### Metal layers overlaid

Scale: 3 px per micron. Only two layers are drawn.
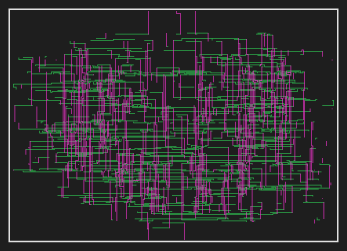
### Placement view

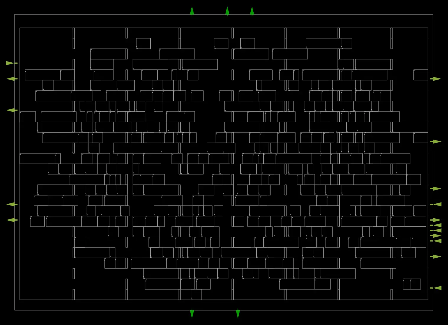
==> config.mk <==
export PLATFORM = sky130hd
export DESIGN_NAME = game_score_bcd
export DESIGN_NICKNAME = d
export VERILOG_FILES = /design/src/rtl/game_pkg.sv /design/src/rtl/bcd_digit.sv /design/src/rtl/game_score_bcd.sv
export SDC_FILE = /design/constraint.sdc
export NUM_CORES = 1
export LEC_CHECK = 0
export ABC_AREA = 0
export CAP_MARGIN = 20
export CORE_ASPECT_RATIO = 0.7
export CORE_UTILIZATION = 30
export CTS_BUF_LIST = sky130_fd_sc_hd__clkbuf_8
export DETAILED_ROUTE_END_ITERATION = 6
export PLACE_DENSITY_LB_ADDON = 0.12
export SETUP_SLACK_MARGIN = 0.02
export SLEW_MARGIN = 0
export SYNTH_ARGS = -nofsm -noshare
export SYNTH_HDL_FRONTEND = slang
export SYNTH_SLANG_ARGS = --single-unit
export TNS_END_PERCENT = 50
==> constraint.sdc <==
create_clock -name clk_i -period 2.4 [get_ports clk_i]
set_input_delay 0.72 -clock clk_i [delete_from_list [all_inputs] [get_ports clk_i]]
set_output_delay 0.72 -clock clk_i [all_outputs]
set_load 0.005 [all_outputs]
==> results.json <==
{
  "top_cells_by_area": "dfrtp_1 42%, ha_1 11%, a21oi_1 3.1%",
  "grt-ovfl-total": 0,
  "internal_power_mw": 0.987,
  "synth_top_area_share_pct": 41.6,
  "rsz_0062_raised_after_global_routing": "true",
  "detail_route.iter0.violations": 103,
  "synth-cells-yosys": 235,
  "final_area_sq_mm": 0.00366,
  "postCtsResizedCells": 44,
  "setup.worst_path.end_class": "output port",
  "biggestCellCategory": "logic gates",
  "crit_chain": "inv_2 > ha_4 > nand3b_1 > buf_4 > or3_4 > inv_4 > buf_6",
  "post-cts-setup-buffer-count": 17,
  "slowest_stage": "dfrtp_1",
  "multiInputGateArea_sq_mm": 0.00147,
  "worstHoldPathType": "in -> async",
  "met3WireLength_microns": 514,
  "ios": 21,
  "endpoints_failing_hold": 0,
  "fa_ha_area_share_pct": 10.9,
  "path_max_fanout": 2,
  "number_of_placed_cells_counting_well_taps": 410,
  "drt-pass1-iter-count": 4,
  "tightestPinTransition_ns": 0.538,
  "dieArea_sq_mm": 0.00838,
  "postRouteAntennaNets": 0,
  "met3_usage_pct": 4.17,
  "comb_power_share_pct": 11.3,
  "antenna_found_initial": 0,
  "n_all_inverters": 23,
  "report.power.total_mw": 1.31,
  "tap_cells": 98,
  "grt_start_max_net_pins": 41,
  "grt_pass1_vias": 2330,
  "asyncSetResetFlopFracSynth_pct": 100,
  "syn_area_per_cell_sq_um": 10.2,
  "initCoreUtil_pct": 32.0,
  "combAreaFraction_pct": 40.2,
  "synth-edff-count": 0,
  "cts.sink_count": 40,
  "fin_crit_sh_pct": 101,
  "top_sig_layer": "met4",
  "top_power_group": "registers",
  "cts_inserted_buffers": 5,
  "tritoncts": "done",
  "power_density_mw_per_mm2": 359,
  "seq_power_mw": 0.692,
  "post-dp-hpwl_mm": 5.29,
  "routedWlPerCell_microns": 17.0,
  "vias_per_cell": 5.19,
  "grt.total_usage_pct": 19.3,
  "regArea_sq_mm": 0.00100,
  "htree_levels": 2,
  "power.share.clock_pct": 36.0,
  "portion_of_netlist_area_occupied_by_mux_cells_pct": 5.25,
  "p_comb_mw": 0.148,
  "synth.distinct_cells": 47,
  "totalNegativeSetupSlack_ns": -0.0274,
  "mostFrequentLayoutCells": "88 x buf_4, 40 x dfrtp_1, 21 x inv_1",
  "largest_area_cell": "dfrtp_1",
  "setup_slack_ns": -0.0274,
  "synthXorXnorAreaFrac_pct": 0,
  "stdcell_count": 441,
  "synth_flop_count": 40,
  "met2RoutedLength_mm": 3.18,
  "worst_path_dominant_cell_family": "simple AND/OR/NAND/NOR gates",
  "power.clock.total_mw": 0.474,
  "cp_data_required_time_ns": 1.68,
  "cp.depth": 7,
  "area_growth_syn_to_layout_pct": 52.3,
  "design.final.nets": 369,
  "grt_pass1_wl_mm": 12.1,
  "antennaDiodeCount": 0,
  "grt_util_met2_pct": 27.2,
  "non_clock_buffer_area_share_pct": 24.2,
  "clock_skew_ns": 0.0101,
  "holdBufCountCts": 0,
  "critical_path_buf_inv_count": 4,
  "path_clk_slew_ns": 0.08,
  "final_period_minus_worst_setup_slack_ns": 2.43,
  "globalRoute.busiestLayer": "met1",
  "nNonClkBuffers": 110,
  "die.size.x_microns": 109,
  "n_fill_cell": 706,
  "setup.worst_path.class": "reg -> out",
  "arrival_time_of_the_worst_setup_path_ns": 1.71,
  "post_synth_and_or_nand_nor_area_fraction_pct": 13.7,
  "peakVddDrop_v": 0.000234,
  "synthAoiAreaFrac_pct": 23.3,
  "synth-area-yosys_sq_mm": 0.00240,
  "yosys_most_used_dff": "dfrtp_1",
  "seq_share_pct": 27.3,
  "fraction_of_final_layout_cells_sized_beyond_drive_strength_1_pct": 41.7,
  "reg2reg_setup_slack_ns": 0.08,
  "placed_area_sq_mm": 0.00320,
  "design.seq.count": 40,
  "layout.clock_buffers": 6,
  "power.static_leakage_nw": 1.67,
  "timing.final.max_slew_violations": 0,
  "max-cap-violations": 0,
  "met1_usage_pct": 28.9,
  "reg2reg_depth": 10,
  "wl_met1_mm": 3.73,
  "layout.clock.cell_area_share_pct": 2.46,
  "routabilityCongestion": 0.899,
  "max_slew_margin_pct": 64.2,
  "critPathLaunchType": "flip-flop",
  "setup-violations-final": 1,
  "synthesis.yosys.warnings": 0,
  "clkLatencyLatePin_ns": 0.31,
  "net-switching-power_mw": 0.327,
  "power.share.sequential_pct": 52.7,
  "violated_checks": "setup timing",
  "syn-instance-count": 235,
  "detailedPlace.worstSlack_ns": -0.597,
  "power.share.switching_pct": 24.9,
  "outcome": "complete, but fails checks",
  "multiInputCombCellCount": 162,
  "netlist_top_cells_count": "40 x dfrtp_1, 21 x ha_1, 20 x inv_1",
  "sequential_cell_area_fraction_in_the_yosys_report_pct": 41.6,
  "ctsLongestPathBuffers": 2,
  "dieHeight_microns": 76.9,
  "synth_area_sq_mm": 0.00240,
  "clock-root-buffer": "clkbuf_8",
  "buffer_ports.inserted": 20,
  "critical-path-max-stage-delay_ns": 0.40,
  "hold_ws_ns": 0.474,
  "warnings": 35,
  "most_common_cell": "dfrtp_1",
  "drc": 0,
  "fp_nets": 262,
  "mostFrequentLayoutCell": "buf_4",
  "synth_logic_family": "AND-OR/OR-AND gates",
  "fmax_ghz": 0.412
}
Back to the opening pictures, 'Metal layers overlaid':
Key: M1 = green [wire length 3730 microns]; M2 = magenta [wire length 3180 microns]
DR vias: 2287
routed wire length: 7.52 mm

Back to the opening pictures, 'Placement view':
share of the core filled with cells: 48.7%
core area: 0.00751 sq mm
standard-cell row count: 26

